run_1/clock_wires.png
Drawn at 6 px/um.
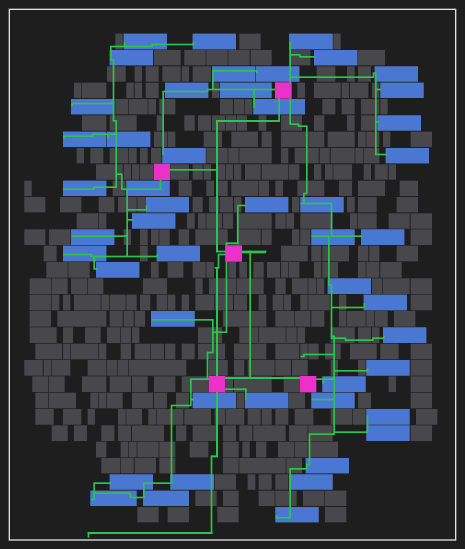
run_1/port_trees.png
Drawn at 6 px/um.
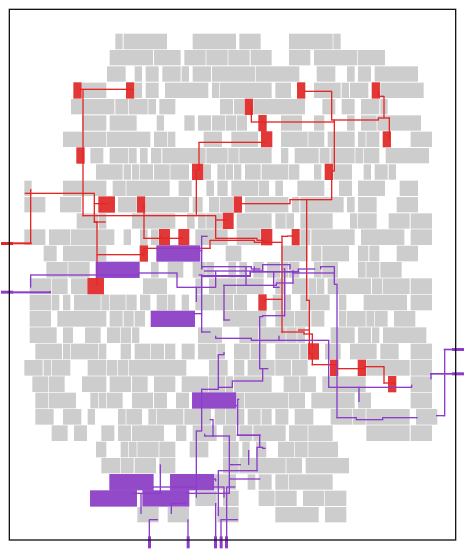
run_1/gates.png
Drawn at 4 px/um.
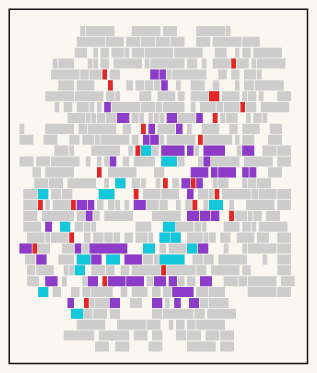
## config.mk

```make
export PLATFORM = sky130hd
export DESIGN_NAME = vending_core
export DESIGN_NICKNAME = d
export VERILOG_FILES = /design/src/rtl/vending_pkg.sv /design/src/rtl/vending_stock.sv /design/src/rtl/vending_core.sv
export SDC_FILE = /design/constraint.sdc
export NUM_CORES = 1
export LEC_CHECK = 0
export CORE_ASPECT_RATIO = 1.2
export CORE_MARGIN = 2
export CORE_UTILIZATION = 51
export CTS_BUF_LIST = sky130_fd_sc_hd__clkbuf_4
export DETAILED_ROUTE_END_ITERATION = 10
export GPL_TIMING_DRIVEN = 0
export PLACE_DENSITY = 0.79
export RECOVER_POWER = 100
export SLEW_MARGIN = 25
export SYNTH_ARGS = -nofsm -noshare
export SYNTH_HDL_FRONTEND = slang
export SYNTH_SLANG_ARGS = --single-unit
```

## constraint.sdc

```tcl
create_clock -name clk -period 4.9 [get_ports clk]
set_input_delay 0.735 -clock clk [delete_from_list [all_inputs] [get_ports clk]]
set_output_delay 0.735 -clock clk [all_outputs]
set_load 0.02 [all_outputs]
```

## src/rtl/vending_pkg.sv

```systemverilog
// rtl/vending_pkg.sv - shared vending types: FSM states, coin codes and coin values.
package vending_pkg;

  typedef enum logic [1:0] {
    ST_IDLE   = 2'd0,
    ST_BROWSE = 2'd1,
    ST_VEND   = 2'd2,
    ST_REFUND = 2'd3
  } state_t;

  localparam logic [1:0] COIN_1  = 2'd0;
  localparam logic [1:0] COIN_5  = 2'd1;
  localparam logic [1:0] COIN_10 = 2'd2;
  localparam logic [1:0] COIN_20 = 2'd3;

  localparam int COIN_VAL_W = 5;

  function automatic logic [COIN_VAL_W-1:0] coin_value(input logic [1:0] sel);
    case (sel)
      COIN_1:  return 5'd1;
      COIN_5:  return 5'd5;
      COIN_10: return 5'd10;
      default: return 5'd20;
    endcase
  endfunction

endpackage

```

## src/rtl/vending_stock.sv

```systemverilog
// rtl/vending_stock.sv - per-item stock counters with restock, saturating take and sold-out flags.
module vending_stock
  import vending_pkg::*;
#(
  parameter int N_ITEMS    = 5,
  parameter int STOCK_W    = 4,
  parameter int INIT_STOCK = 9,
  parameter int IDX_W      = 3
) (
  input  logic               clk,
  input  logic               rst,
  input  logic               restock,
  input  logic               take,
  input  logic [IDX_W-1:0]   take_idx,
  output logic [N_ITEMS-1:0] sold_out
);

  localparam logic [STOCK_W-1:0] INIT_LOAD = STOCK_W'(INIT_STOCK);

  logic [STOCK_W-1:0] stock   [N_ITEMS];
  logic [STOCK_W-1:0] stock_n [N_ITEMS];
  logic [STOCK_W-1:0] base;

  // A take in the restock cycle decrements the freshly loaded count.
  always_comb begin
    base = '0;
    for (int i = 0; i < N_ITEMS; i++) begin
      base = restock ? INIT_LOAD : stock[i];
      stock_n[i] = base;
      if (take && (take_idx == IDX_W'(i)) && (base != '0)) begin
        stock_n[i] = base - 1'b1;
      end
    end
  end

  always_ff @(posedge clk) begin
    for (int i = 0; i < N_ITEMS; i++) begin
      if (rst) begin
        stock[i] <= INIT_LOAD;
      end else begin
        stock[i] <= stock_n[i];
      end
    end
  end

  always_comb begin
    sold_out = '0;
    for (int i = 0; i < N_ITEMS; i++) begin
      sold_out[i] = (stock[i] == '0);
    end
  end

endmodule

```

## src/rtl/vending_core.sv

```systemverilog
// rtl/vending_core.sv - vending controller: coin credit, cursor, purchase, refund and dispense pulses.
module vending_core
  import vending_pkg::*;
#(
  parameter int                          N_ITEMS    = 5,
  parameter int                          CREDIT_W   = 8,
  parameter int                          MAX_CREDIT = 79,
  parameter logic [N_ITEMS*CREDIT_W-1:0] PRICES     = {8'd8, 8'd10, 8'd6, 8'd5, 8'd7},
  parameter int                          STOCK_W    = 4,
  parameter int                          INIT_STOCK = 9,
  localparam int                         IDX_W      = $clog2(N_ITEMS)
) (
  input  logic                clk,
  input  logic                rst,
  input  logic                coin_valid,
  input  logic [1:0]          coin_sel,
  input  logic                L_button,
  input  logic                R_button,
  input  logic                C_button,
  input  logic                refund,
  input  logic                restock,
  output logic [CREDIT_W-1:0] credit,
  output logic [IDX_W-1:0]    sel_idx,
  output logic [N_ITEMS-1:0]  avail,
  output logic [N_ITEMS-1:0]  sold_out,
  output logic                vend_valid,
  output logic [IDX_W-1:0]    vend_idx,
  output logic                change_valid,
  output logic [CREDIT_W-1:0] change_amt,
  output logic                coin_reject,
  output logic                buy_reject
);

  localparam int              CW       = CREDIT_W + 1;
  localparam logic [CW-1:0]   MAX_EXT  = CW'(MAX_CREDIT);
  localparam logic [IDX_W-1:0] LAST_IDX = IDX_W'(N_ITEMS - 1);

  state_t              state, state_n;
  logic                ready;
  logic                do_refund;
  logic                buy_ok;
  logic                buy_rej;
  logic                coin_ok;
  logic [CW-1:0]       credit_ext;
  logic [CW-1:0]       price_sel;
  logic [CW-1:0]       post_buy;
  logic [CW-1:0]       coin_sum;
  logic [CREDIT_W-1:0] credit_n;
  logic [IDX_W-1:0]    sel_n;

  vending_stock #(
    .N_ITEMS   (N_ITEMS),
    .STOCK_W   (STOCK_W),
    .INIT_STOCK(INIT_STOCK),
    .IDX_W     (IDX_W)
  ) u_stock (
    .clk     (clk),
    .rst     (rst),
    .restock (restock),
    .take    (buy_ok),
    .take_idx(sel_idx),
    .sold_out(sold_out)
  );

  // avail decodes only registered credit and stock, so it moves with them.
  always_comb begin
    avail = '0;
    for (int i = 0; i < N_ITEMS; i++) begin
      avail[i] = ({1'b0, credit} >= {1'b0, PRICES[i*CREDIT_W +: CREDIT_W]}) && !sold_out[i];
    end
  end

  always_comb begin
    price_sel = '0;
    for (int i = 0; i < N_ITEMS; i++) begin
      if (sel_idx == IDX_W'(i)) begin
        price_sel = {1'b0, PRICES[i*CREDIT_W +: CREDIT_W]};
      end
    end
  end

  always_comb begin
    state_n    = state;
    credit_ext = {1'b0, credit};
    ready      = (state == ST_IDLE) || (state == ST_BROWSE);
    do_refund  = ready && refund;
    buy_ok     = (state == ST_BROWSE) && C_button && !refund && avail[sel_idx];
    buy_rej    = ready && C_button && !refund && !buy_ok;
    // The coin is judged against the credit left after this cycle's purchase.
    post_buy   = buy_ok ? (credit_ext - price_sel) : credit_ext;
    coin_sum   = post_buy + CW'(coin_value(coin_sel));
    coin_ok    = coin_valid && ready && !refund && (coin_sum <= MAX_EXT);

    if (do_refund) begin
      credit_n = '0;
    end else if (coin_ok) begin
      credit_n = coin_sum[CREDIT_W-1:0];
    end else begin
      credit_n = post_buy[CREDIT_W-1:0];
    end

    case (state)
      ST_IDLE, ST_BROWSE: begin
        if (do_refund) begin
          state_n = ST_REFUND;
        end else if (buy_ok) begin
          state_n = ST_VEND;
        end else begin
          state_n = (credit_n != '0) ? ST_BROWSE : ST_IDLE;
        end
      end
      default: state_n = (credit != '0) ? ST_BROWSE : ST_IDLE;
    endcase

    sel_n = sel_idx;
    if ((L_button ^ R_button) && (state != ST_VEND)) begin
      if (L_button) begin
        sel_n = (sel_idx == '0) ? LAST_IDX : sel_idx - 1'b1;
      end else begin
        sel_n = (sel_idx == LAST_IDX) ? '0 : sel_idx + 1'b1;
      end
    end
  end

  always_ff @(posedge clk) begin
    if (rst) begin
      state <= ST_IDLE;
    end else begin
      state <= state_n;
    end
  end

  always_ff @(posedge clk) begin
    if (rst) begin
      credit       <= '0;
      sel_idx      <= '0;
      vend_valid   <= 1'b0;
      vend_idx     <= '0;
      change_valid <= 1'b0;
      change_amt   <= '0;
      coin_reject  <= 1'b0;
      buy_reject   <= 1'b0;
    end else begin
      credit       <= credit_n;
      sel_idx      <= sel_n;
      vend_valid   <= buy_ok;
      vend_idx     <= buy_ok ? sel_idx : '0;
      change_valid <= do_refund;
      change_amt   <= do_refund ? credit : '0;
      coin_reject  <= coin_valid && !coin_ok;
      buy_reject   <= buy_rej;
    end
  end

endmodule

```

==> impl_metrics.env, run 1 <==
# flow metrics
export IMPL_drc=0
export IMPL_post_dp_hpwl_um=5860
export IMPL_rows=30
export IMPL_cp_required_ns=5.19
export IMPL_power_density_nw_per_um2=236
export IMPL_avgSynthCellArea_sq_um=8.44
export IMPL_yosysWarnings=0
export IMPL_cts_tree="yes"
export IMPL_routedLengthMet1_um=3450
export IMPL_final_max_slew_violation_count=0
export IMPL_ys_seq_elements=48
export IMPL_top_cell="dfxtp_1"
export IMPL_hold_path_class="reg2reg"
export IMPL_cts_sinks=48
export IMPL_rrSetupSlack_ns=0.17
export IMPL_nets=448
export IMPL_clock_latency_ns=0.38
export IMPL_clk_path_buf_depth=2
export IMPL_die_h_um=88.2
export IMPL_top_layer="met4"
export IMPL_rr_startpoint="sel_idx[1]"
export IMPL_num_antenna_cells=0
export IMPL_rr_worst_depth=20
export IMPL_async_reset_ff_frac=0
export IMPL_status="completed"
export IMPL_yosysUniqueCellTypes=60
export IMPL_first_iter_violations=220
export IMPL_worstMarginPinSlew_ns=0.794
export IMPL_overflow=0
export IMPL_synth_nets=389
export IMPL_ir_worst_vdd_mv=0.124
export IMPL_grt_usage=0.245
export IMPL_dieArea_sq_um=6540
export IMPL_die_w_um=74.2
export IMPL_r2r_end="state[0]"
export IMPL_relSlewSlack=0.466
export IMPL_fin_crit_sh=0.967
-- clock_wires.png (at the start) --
flip-flops: drawn in blue, count 48. clock wires: drawn in green, length 627 um. clock-net drivers: drawn in magenta, count 5.
Position of the flops: all over the die.

-- port_trees.png (at the start) --
credit: drawn in purple, direction output, end cells 8, buffers 8, wire 437 um. rst: drawn in red, direction input, end cells 26, buffers 3, wire 332 um.
port buffer count: 43
I/O pin cnt: 46

-- gates.png (at the start) --
aoi and oai cells: drawn in purple, cells 53. non-inverting ao/oa cells: drawn in cyan, cells 18. inv cells: drawn in red, cells 23.
Final Non-Filler Cells: 496
Comb/total area: 0.528

## run 1: critical path: stages
cell	delay (ns)
dlygate4sd3_1	0.58
nor2_2	0.26
nand3_1	0.19
a21oi_4	0.25
o211ai_1	0.19
clkbuf_8	0.19
mux2_4	0.33
fa_2	0.34
a21o_1	0.20
a21oi_2	0.13
nor2b_1	0.07
or2_2	0.30
a31oi_1	0.15
o2bb2ai_1	0.10
mux2_4	0.30
or4_1	0.53
o2111a_1	0.15
## run 1: layout by cell type (no fill, tap or decap), types with 3 or more instances in the layout
master,instances
a211oi_2,3
a21o_1,6
a21oi_1,14
a21oi_2,3
and2_1,7
buf_4,11
clkbuf_1,7
clkbuf_4,5
clkdlybuf4s50_1,23
dfxtp_1,44
dlygate4sd3_1,20
ha_1,19
inv_1,22
mux2_2,7
mux2i_1,4
nand2_1,22
nand2b_1,9
nand3_1,7
nand4_1,5
nor2_1,44
nor2b_1,5
nor3_1,19
nor4_1,8
nor4_2,4
o211ai_1,3
o21a_1,3
o21ai_0,7
o22ai_1,3
o31ai_1,3
or4_1,5
xnor2_1,13
xor2_1,7
## run 1: cells by family after synthesis
kind of cell               synth area share
xor gates and xnor gates             0.0581
adders and majority gates            0.0963
DFF                                   0.319
buffers and inverters                0.0478
AOI/OAI and AO/OA                     0.176
muxes                                0.0482
and+or+nand+nor                       0.255
## run 1: cell type report
type / instances / share of cell area
multi-input cells: 274 / 0.528
flip-flops and latches: 48 / 0.258
repair buffers: 52 / 0.132
well taps: 80 / 0.0266
inverters: 23 / 0.0239
plain buffers: 12 / 0.0189
clock buffers: 5 / 0.00996
clock inverters: 2 / 0.00332
## run 1: power by group
part / total (uW) / switching [uW] / internal, uW
clock: 186 / 133 / 52.8
sequential: 418 / 16.9 / 402
combinational: 286 / 163 / 123
total: 891 / 314 / 577
## run 1: worst max path at each step
stage	startpoint	end	slack (ns)	cells past startpoint
floorplan	credit[5]	state[0]	0.10	17
finish	refund	state[0]	0.16	17
detailed placement	refund	state[0]	-0.54	17
global route	sel_idx[1]	state[0]	-0.01	20
CTS	credit[4]	state[0]	0.009	17
global placement	refund	state[0]	-0.45	17
## run 1: registers in the layout, summed over array words and instances (netlist names)
register / count
u_stock.stock: 20
coin_reject: 1
change_amt: 8
vend_idx: 3
state: 2
credit: 8
change_valid: 1
vend_valid: 1
sel_idx: 3
buy_reject: 1
## run 1: per-layer routing
layer	vias to the layer above	track usage
li1	1404	-
met5	-	0
met3	21	0.0414
met4	0	0.112
met1	1365	0.313
met2	104	0.400
## run 1: stage by stage
stage | TNS, ns | hold WS, ns | instance area (sq um) | instances | power (uW)
2_1_floorplan | 0 | 0.499 | 3030 | 357 | 604
3_3_place_gp | -2.44 | 0.518 | 3560 | 480 | 678
3_5_place_dp | -3.38 | 0.519 | 3560 | 480 | 683
4_1_cts | 0 | 0.561 | 3660 | 489 | 869
5_1_grt | -0.0115 | 0.588 | 3770 | 496 | 933
6_report | 0 | 0.557 | 3770 | 496 | 891
## run 1: timing repair
| item | CTS | global route |
|---|---|---|
| buffers inserted | 2 | 7 |
| hold buffers | 0 | 0 |
| setup endpoints to repair | 10 | 10 |
| resized | 10 | 19 |
| pin swaps | 1 | 9 |
run_1/route_heat.png
Drawn at 4 px/um. The die is cut into 15 by 18 equal tiles; white is low, dark blue is high, scaled to the fullest tile. Values are wire area over tile area, all layers added.
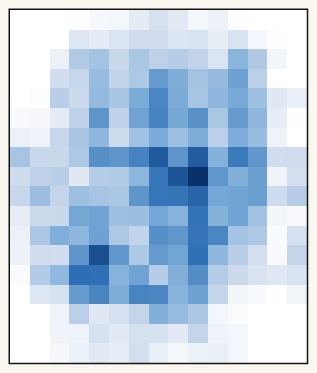

--- run 2 (diff from run 1) ---
--- a/config.mk
+++ b/config.mk
@@ -12,7 +12,6 @@
 export DETAILED_ROUTE_END_ITERATION = 10
 export GPL_TIMING_DRIVEN = 0
 export PLACE_DENSITY = 0.79
-export RECOVER_POWER = 100
 export SLEW_MARGIN = 25
 export SYNTH_ARGS = -nofsm -noshare
 export SYNTH_HDL_FRONTEND = slang
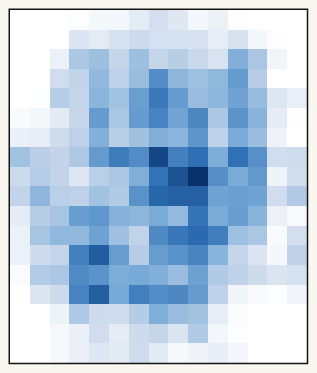
run_2/route_heat.png
Drawn at 4 px/um. The die is cut into 15 by 18 equal tiles; white is low, dark blue is high, scaled to the fullest tile. Values are wire area over tile area, all layers added.
The mean over all tiles is 0.19. The densest ninth of the die: centre. 22% of the tiles are over half the peak. The fullest tile reaches 0.65. The emptiest ninth of the die: lower right. 16% of the tiles are nearly empty.
routed vias: 2876
gr usage total: 0.245

==> run 2 against run 1 <==
Effect of this change: total power about the same; die area unchanged; hold slack about the same; largest cell class unchanged; largest power group unchanged.
==> impl_metrics.env, run 2 <==
# flow metrics
export IMPL_regMostFlops="u_stock.stock"
export IMPL_ir_worst_vdd_mv=0.123
export IMPL_cts_hold_buf=0
export IMPL_avgSynthCellArea_sq_um=8.44
export IMPL_cts_sinks=48
export IMPL_num_antenna_cells=0
export IMPL_hold_path_class="reg2reg"
export IMPL_ioPinCount=46
export IMPL_yosysWarnings=0
export IMPL_overflow=0
export IMPL_relSlewSlack=0.460
export IMPL_largest_register_ffs=20
export IMPL_first_iter_violations=220
export IMPL_clk_path_buf_depth=2
export IMPL_yosysUniqueCellTypes=60
export IMPL_clock_latency_ns=0.38
export IMPL_die_w_um=74.2
export IMPL_worstMarginPinSlew_ns=0.803
export IMPL_die_h_um=88.2
export IMPL_async_reset_ff_frac=0
export IMPL_ys_seq_elements=48
export IMPL_most_common_layout_cells="44 x nor2_1, 44 x dfxtp_1, 43 x clkdlybuf4s50_1, 22 x inv_1, 22 x nand2_1"
export IMPL_status="completed"
export IMPL_drc=0
export IMPL_rows=30
export IMPL_dieArea_sq_um=6540
export IMPL_cts_tree="yes"
export IMPL_nets=448
export IMPL_io_buffers=43
export IMPL_power_density_nw_per_um2=237
export IMPL_final_max_slew_violation_count=0
export IMPL_fin_crit_sh=0.970
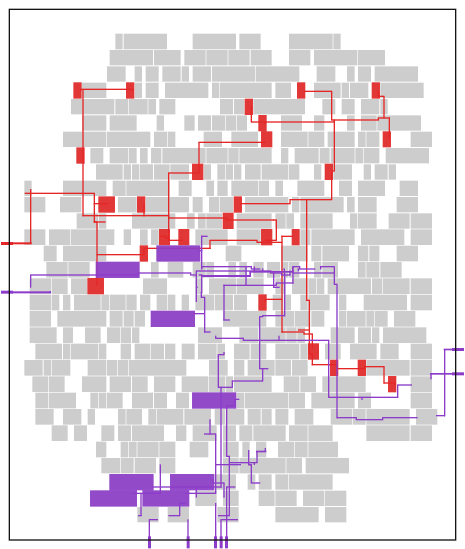
run_2/port_trees.png
Drawn at 6 px/um.
rst: drawn in red, direction input, end cells 26, buffers 3, wire 336 um. credit: drawn in purple, direction output, end cells 8, buffers 8, wire 437 um.

[run 2: layout make-up]
| cell class | instances | area share |
|---|---|---|
| clock buffer | 5 | 0.00996 |
| sequential | 48 | 0.258 |
| multi-input combinational | 274 | 0.528 |
| clock inverter | 2 | 0.00332 |
| tap | 80 | 0.0266 |
| buffer | 12 | 0.0189 |
| inverter | 23 | 0.0239 |
| timing repair buffer | 52 | 0.132 |
[run 2: routing by layer]
layer	part of all wire	track usage	vias to the layer above
met5	0	0	-
met2	0.49	0.400	107
li1	-	-	1400
met4	0.025	0.112	0
met3	0.055	0.0414	16
met1	0.43	0.313	1353
[run 2: what timing repair did]
item                       CTS  global route
setup endpoints to repair   10            10
resized                     10            19
setup buffers                2             7
gates cloned                 0             0
pin swaps                    1             9
[run 2: cells by family (layout without fill, tap and decap cells)]
logic type | count (synthesis) | after routing | share of synthesized area
flops | 48 | 48 | 0.319
buf+inv | 35 | 94 | 0.0478
compound gates | 71 | 71 | 0.176
xor+xnor | 20 | 20 | 0.0581
fa+ha+maj | 22 | 22 | 0.0963
simple gates | 148 | 148 | 0.255
mux | 13 | 13 | 0.0482
[run 2: path summary, 6_finish.rpt]
kind | startpoint | end | slack [ns] | cells past startpoint
max reg2reg | sel_idx[1] | state[0] | 0.15 | 20
min reg2reg | u_stock.stock[0][3] | u_stock.stock[0][3] | 0.56 | 2
min | u_stock.stock[0][3] | u_stock.stock[0][3] | 0.56 | 2
max | sel_idx[1] | state[0] | 0.15 | 20
[run 2: metrics by stage]
step	worst slack, ns	cells	hold WS, ns	total power, uW	area, sq um
CTS	0.00879	489	0.561	869	3660
detailed placement	-0.545	480	0.519	683	3560
finish	0.146	496	0.557	892	3770
global route	-0.0115	496	0.588	934	3770
global placement	-0.450	480	0.518	678	3560
floorplan	0.102	357	0.499	604	3030
[run 2: critical path, stage by stage (launching register included)]
cell and delay [ns]:
dfxtp_4 0.44, clkinvlp_4 0.19, ha_1 0.24, inv_1 0.06, a21oi_1 0.05, nor2_1 0.09
a21oi_1 0.09, fa_1 0.46, a21o_1 0.19, a21oi_2 0.19, o2111ai_2 0.22, xor2_1 0.25
inv_1 0.10, ha_1 0.34, nor2b_1 0.17, or2_2 0.31, a31oi_1 0.15, o2bb2ai_1 0.11
mux2_4 0.31, or4_1 0.53, o2111a_1 0.15
[run 2: where the power goes]
part | leakage [uW] | internal (uW) | switching (uW)
Sequential | 0.000391 | 402 | 17.2
Combinational | 0.00101 | 124 | 163
Clock | 0.0000287 | 52.8 | 133
Total | 0.00143 | 579 | 313
No activity file was given, so power comes from the tool's default toggle rates.
